### config.mk
export PLATFORM = sky130hd
export DESIGN_NAME = creador_float_flat
export DESIGN_NICKNAME = d
export VERILOG_FILES = /design/src/rtl/creador_float_pkg.sv /design/src/rtl/creador_float_if.sv /design/src/rtl/creador_float_lod8.sv /design/src/rtl/creador_float.sv /design/src/flat_wrapper.sv
export SDC_FILE = /design/constraint.sdc
export NUM_CORES = 1
export LEC_CHECK = 0
export CAP_MARGIN = 20
export CORE_MARGIN = 2
export CORE_UTILIZATION = 35
export CTS_CLUSTER_DIAMETER = 50
export CTS_CLUSTER_SIZE = 12
export DETAILED_ROUTE_END_ITERATION = 8
export HOLD_SLACK_MARGIN = 0.05
export PLACE_DENSITY = 0.64
export SLEW_MARGIN = 20
export SYNTH_ARGS = -nofsm -noshare
export SYNTH_HDL_FRONTEND = slang
export SYNTH_SLANG_ARGS = --single-unit
### constraint.sdc
create_clock -name aclk -period 2.51 [get_ports aclk]
set_input_delay 0.251 -clock aclk [delete_from_list [all_inputs] [get_ports aclk]]
set_output_delay 0.251 -clock aclk [all_outputs]
set_load 0.03 [all_outputs]
### src/rtl/creador_float_pkg.sv
// Shared widths and the binary16 field layout for the int8 -> half converter.
package creador_float_pkg;

  localparam int IN_W        = 8;
  localparam int HALF_BIAS   = 15;
  localparam int HALF_EXP_W  = 5;
  localparam int HALF_FRAC_W = 10;
  localparam int HALF_W      = 1 + HALF_EXP_W + HALF_FRAC_W;

  typedef struct packed {
    logic                   sign;
    logic [HALF_EXP_W-1:0]  exp;
    logic [HALF_FRAC_W-1:0] frac;
  } half_t;

endpackage

### src/rtl/creador_float_if.sv
// AXI4-Stream style operand/result channels of the int8 -> binary16 converter.
interface creador_float_if import creador_float_pkg::*; ();

  logic              s_axis_a_tvalid;
  logic              s_axis_a_tready;
  logic [IN_W-1:0]   s_axis_a_tdata;
  logic              m_axis_result_tvalid;
  logic              m_axis_result_tready;
  logic [HALF_W-1:0] m_axis_result_tdata;

  modport slave (
    input  s_axis_a_tvalid, s_axis_a_tdata, m_axis_result_tready,
    output s_axis_a_tready, m_axis_result_tvalid, m_axis_result_tdata
  );

  modport master (
    output s_axis_a_tvalid, s_axis_a_tdata, m_axis_result_tready,
    input  s_axis_a_tready, m_axis_result_tvalid, m_axis_result_tdata
  );

endinterface

### src/rtl/creador_float_lod8.sv
// Combinational leading-one detector: position of the highest set bit plus an all-zero flag.
module creador_float_lod8 import creador_float_pkg::*; (
  input  logic [IN_W-1:0] vec,
  output logic [2:0]      pos,
  output logic            zero
);

  always_comb begin
    pos  = 3'd0;
    zero = (vec == '0);
    // Ascending scan so the highest set bit wins.
    for (int i = 0; i < IN_W; i++) begin
      if (vec[i]) pos = 3'(i);
    end
  end

endmodule

### src/rtl/creador_float.sv
// Streaming int8 (two's complement) to IEEE-754 binary16 converter, two register stages.
module creador_float import creador_float_pkg::*; (
  input  logic            aclk,
  input  logic            areset,
  creador_float_if.slave  bus
);

  logic                    en;
  logic signed [IN_W-1:0]  din_s;

  logic                    vld_p1_q, vld_p1_d;
  logic                    sign_p1_q, sign_p1_d;
  logic        [IN_W-1:0]  mag_p1_q, mag_p1_d;

  logic                    vld_p2_q, vld_p2_d;
  half_t                   res_p2_q, res_p2_d;

  logic [2:0]              lead_pos;
  logic                    lead_zero;

  // -128 has no positive int8 twin; reading the result unsigned gives 128.
  function automatic logic [IN_W-1:0] abs_mag(input logic signed [IN_W-1:0] d);
    logic [IN_W-1:0] u;
    u = d;
    return d[IN_W-1] ? (~u + IN_W'(1)) : u;
  endfunction

  // Every int8 magnitude fits the 11-bit significand, so packing is exact.
  function automatic half_t pack_half(input logic            s,
                                      input logic [IN_W-1:0] mag,
                                      input logic [2:0]      p,
                                      input logic            z);
    half_t       h;
    logic [17:0] sh;
    sh     = {10'b0, mag} << (4'd10 - {1'b0, p});
    h.sign = s;
    h.exp  = HALF_EXP_W'(p) + HALF_EXP_W'(HALF_BIAS);
    h.frac = sh[HALF_FRAC_W-1:0];
    if (z) h = '0;
    return h;
  endfunction

  creador_float_lod8 u_lod8 (
    .vec  (mag_p1_q),
    .pos  (lead_pos),
    .zero (lead_zero)
  );

  always_comb begin
    en        = !vld_p2_q || bus.m_axis_result_tready;
    din_s     = bus.s_axis_a_tdata;
    vld_p1_d  = vld_p1_q;
    sign_p1_d = sign_p1_q;
    mag_p1_d  = mag_p1_q;
    vld_p2_d  = vld_p2_q;
    res_p2_d  = res_p2_q;
    if (en) begin
      vld_p1_d  = bus.s_axis_a_tvalid;
      sign_p1_d = din_s[IN_W-1];
      mag_p1_d  = abs_mag(din_s);
      vld_p2_d  = vld_p1_q;
      res_p2_d  = pack_half(sign_p1_q, mag_p1_q, lead_pos, lead_zero);
    end
  end

  // Stage 1 boundary: sign and magnitude, data only.
  always_ff @(posedge aclk) begin
    sign_p1_q <= sign_p1_d;
    mag_p1_q  <= mag_p1_d;
  end

  // Stage 2 boundary: valids plus the output word, which must read zero out of reset.
  always_ff @(posedge aclk or posedge areset) begin
    if (areset) begin
      vld_p1_q <= 1'b0;
      vld_p2_q <= 1'b0;
      res_p2_q <= '0;
    end else begin
      vld_p1_q <= vld_p1_d;
      vld_p2_q <= vld_p2_d;
      res_p2_q <= res_p2_d;
    end
  end

  assign bus.s_axis_a_tready      = en && !areset;
  assign bus.m_axis_result_tvalid = vld_p2_q;
  assign bus.m_axis_result_tdata  = res_p2_q;

endmodule

### src/flat_wrapper.sv
// flat-port wrapper written by rule: the top's interface ports become plain ports
module creador_float_flat import creador_float_pkg::*;
  (aclk, areset, bus_s_axis_a_tvalid, bus_s_axis_a_tdata, bus_m_axis_result_tready, bus_s_axis_a_tready, bus_m_axis_result_tvalid, bus_m_axis_result_tdata);
  creador_float_if bus_i ();
  input  logic aclk;
  input  logic areset;
  input wire logic [$bits(bus_i.s_axis_a_tvalid)-1:0] bus_s_axis_a_tvalid;
  input wire logic [$bits(bus_i.s_axis_a_tdata)-1:0] bus_s_axis_a_tdata;
  input wire logic [$bits(bus_i.m_axis_result_tready)-1:0] bus_m_axis_result_tready;
  output wire logic [$bits(bus_i.s_axis_a_tready)-1:0] bus_s_axis_a_tready;
  output wire logic [$bits(bus_i.m_axis_result_tvalid)-1:0] bus_m_axis_result_tvalid;
  output wire logic [$bits(bus_i.m_axis_result_tdata)-1:0] bus_m_axis_result_tdata;
  assign bus_i.s_axis_a_tvalid = bus_s_axis_a_tvalid;
  assign bus_i.s_axis_a_tdata = bus_s_axis_a_tdata;
  assign bus_i.m_axis_result_tready = bus_m_axis_result_tready;
  assign bus_s_axis_a_tready = bus_i.s_axis_a_tready;
  assign bus_m_axis_result_tvalid = bus_i.m_axis_result_tvalid;
  assign bus_m_axis_result_tdata = bus_i.m_axis_result_tdata;
  creador_float u_core (.aclk(aclk), .areset(areset), .bus(bus_i));
endmodule
==> Table 3: Implementation characteristics <==
Physical implementation characteristics

Parameter                              Value

Floorplan
  Die footprint    5258 sq um
  Top-Level Pins    30
  Total number of placement rows    24
  Starting density of the core    36.97%

Finish
  Tally of filler cells in the layout    436
  Sequential share of cell area    34.06%
  Final non-clock buffer share    19.40%
  Area occupied by multi-input gates    827.0 sq um
  Fraction of final layout cells with drive strength greater than 1    11.68%
  Multi-input combinational gate total    127
  # diodes    0
  Share of the core filled with cells in the final layout    47.61%
  Biggest area consumer among cell classes    multi-input combinational cells

Global route
  Remaining global-route overflow    0
  Largest net degree at the start of global routing    22
  Met1 capacity usage during global routing    18.79%
  Met3 track demand over resource    2.222%
  Met2 layer usage reported by global route    24.26%
  Number of antenna violations at the first check in global routing    0
  First-pass GRT wire length    6051 um
  Vias in the first global route    1339

Logic synthesis
  Synthesized cell area    1643 sq um
  Number of enable-type register cells in the synthesized netlist    9
  Post-Synthesis Cells    175
  Post-synthesis average cell area    9.388 sq um
  Net Count, Synth    191
  Yosys warning count    0
  Count of unique library cells instantiated by Yosys    53
  Number of standard cells reported by yosys    175
  Synth async-reset ratio    66.67%

Run
  Max_cap viols    0

Detailed routing
  WL/cell    13.52 um
  Vias post-DR    1463
  Routed wire length    3596 um
  Drt first-iter violations    93
  Number of DRC violations after detailed routing    0
  Mean number of vias per cell    5.500

Power
  Max rail drop VDD    0.2669 mV
  Leakage    0.8846 nW
  Net switching power figure    0.6791 mW
  Portion of total power attributed to combinational logic    49.4%
  Cell-internal power    1.046 mW
  Portion of total power attributed to sequential cells    36.2%
  Switching power as a share of total power    39.36%

Setup path
  Maximum fanout encountered on the critical timing path    4
  Startpoint of the worst setup timing path    u_core.mag_p1_q[4]
  Start-to-end type of the worst setup path    reg2reg
  Launching point of the worst reg2reg path    u_core.mag_p1_q[4]
  Slack of the worst reg-to-reg path    180 ps
  Setup crit end kind    flop

Clocking
  Clock latency on the worst-skew pair    280 ps
  Cell at the root of the clock tree    sky130_fd_sc_hd__clkbuf_8
  TritonCTS clock tree    done
  Clock buffers created by TritonCTS    3
  Clock tree buffer depth    2
  H-tree levels    1

Worst hold path
  Classification of the worst-slack hold path    in2async

Place
  Routability Congestion    0.9291
  Placed wire-length estimate after detailed placement    2850 um

Final timing
  Max-slew headroom at the worst pin    54.83%
  Final period util    92.89%
  Endpoints failing hold    0
  Setup violation total in the final timing report    0
  Clock period minus final worst setup slack    2331 ps
  Max Clk Rate    428.9 MHz

Outcome
  Outcome    finished, final reports clean
[cells by family (layout without fill, tap and decap cells)]
logic type               count (synthesis)  count (layout)  share of synthesized area [%]
AND/OR/NAND/NOR                         65              65                          19.80
AND-OR/OR-AND                           51              51                          22.55
flip-flops                              27              27                          43.87
buffers and inverters                   21              60                          5.788
XOR/XNOR                                 6               6                          4.341
adder cells (fa/ha/maj)                  4               4                          3.047
multiplexers                             1               1                         0.6093
[critical path: stages (launching register included)]
cell	delay (ps)
sky130_fd_sc_hd__edfxtp_1	450
sky130_fd_sc_hd__buf_4	170
sky130_fd_sc_hd__o31a_1	290
sky130_fd_sc_hd__ha_1	310
sky130_fd_sc_hd__nand2b_1	150
sky130_fd_sc_hd__a21oi_1	170
sky130_fd_sc_hd__a211oi_1	80
sky130_fd_sc_hd__or3_1	360
sky130_fd_sc_hd__a32o_1	250
[power groups by stage]
stage | sequential (mW) | clock (mW) | combinational (mW)
CTS | 0.626 | 0.258 | 0.848
global route | 0.638 | 0.274 | 0.925
global placement | 0.635 | 0 | 0.853
finish | 0.624 | 0.248 | 0.853
detailed placement | 0.635 | 0 | 0.846
floorplan | 0.782 | 0 | 0.394
[synthesized netlist by cell type (3+ instances only)]
| cell | n | share of area (%) |
|---|---|---|
| sky130_fd_sc_hd__a22o_1 | 3 | 1.6 |
| sky130_fd_sc_hd__o21ai_0 | 10 | 3.0 |
| sky130_fd_sc_hd__nand2_1 | 18 | 4.1 |
| sky130_fd_sc_hd__clkbuf_1 | 8 | 1.8 |
| sky130_fd_sc_hd__edfxtp_1 | 9 | 16 |
| sky130_fd_sc_hd__a21oi_1 | 9 | 2.7 |
| sky130_fd_sc_hd__dfrtp_1 | 18 | 27 |
| sky130_fd_sc_hd__inv_1 | 9 | 2.1 |
| sky130_fd_sc_hd__nor2_1 | 20 | 4.6 |
| sky130_fd_sc_hd__nand2b_1 | 6 | 2.3 |
| sky130_fd_sc_hd__nor2b_1 | 4 | 1.5 |
| sky130_fd_sc_hd__a32o_1 | 6 | 3.7 |
| sky130_fd_sc_hd__xnor2_1 | 4 | 2.1 |
| sky130_fd_sc_hd__nand3_1 | 3 | 0.91 |
| sky130_fd_sc_hd__ha_1 | 4 | 3.0 |
[repair_timing]
item,in CTS,in global routing
hold buffers,0,0
buffers inserted,0,2
endpoints found under the setup margin,0,1
[metal layers]
metal / up-vias / part of all wire (%)
met3: 5 / 5.4
met1: 684 / 43
met2: 55 / 50
met5: - / 0
met4: 0 / 2.2
li1: 719 / -
[flip-flops by register name, indices dropped and copies added (netlist names)]
signal,flops
u_core.bus.m_axis_result_tdata,16
u_core.bus.m_axis_result_tvalid,1
u_core.mag_p1_q,8
u_core.sign_p1_q,1
u_core.vld_p1_q,1
[per-stage QoR]
step	setup slack (ps)	cell area, sq um	cells	hold WS (ps)	power [mW]
after CTS	151.1	2101	264	423.4	1.732
final	178.5	2116	266	396.7	1.725
after global routing	48.30	2116	266	477.6	1.836
after floorplan	30.46	1645	175	189.6	1.176
after global placement	187.0	2054	260	443.5	1.488
after detailed placement	161.0	2054	260	450.4	1.481
Figure 1. Selected gate families.
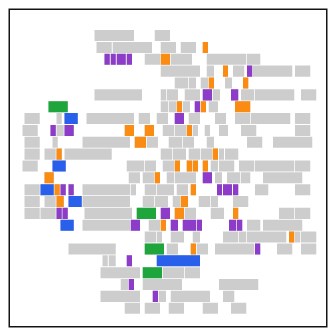
- NAND gates: purple (cells 30)
- NOR gates: orange (cells 29)
- adder and majority cells: green (cells 4)
- XOR/XNOR gates: blue (cells 6)

Figure 2. Metal 2.
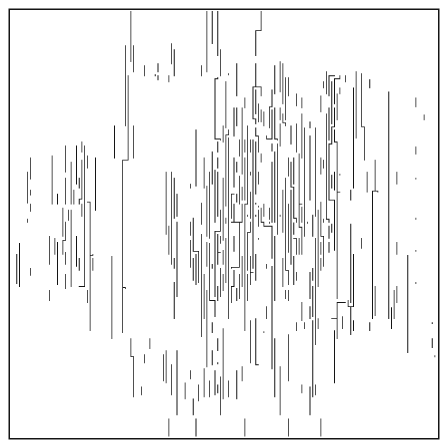
- share of all routed wire: 50%
- main direction: vertical
- nets with wire on the layer: 190

Figure 3. The clock network.
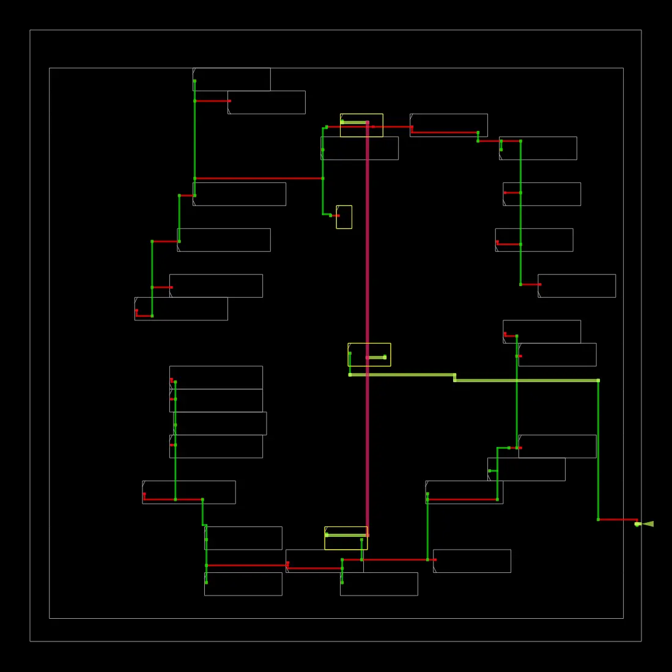
count of flip-flops and latches: 27
clock tree buffer count of the final layout: 3
Worst Clk Skew: 3.464 ps

No activity file was given, so power comes from the tool's default toggle rates.
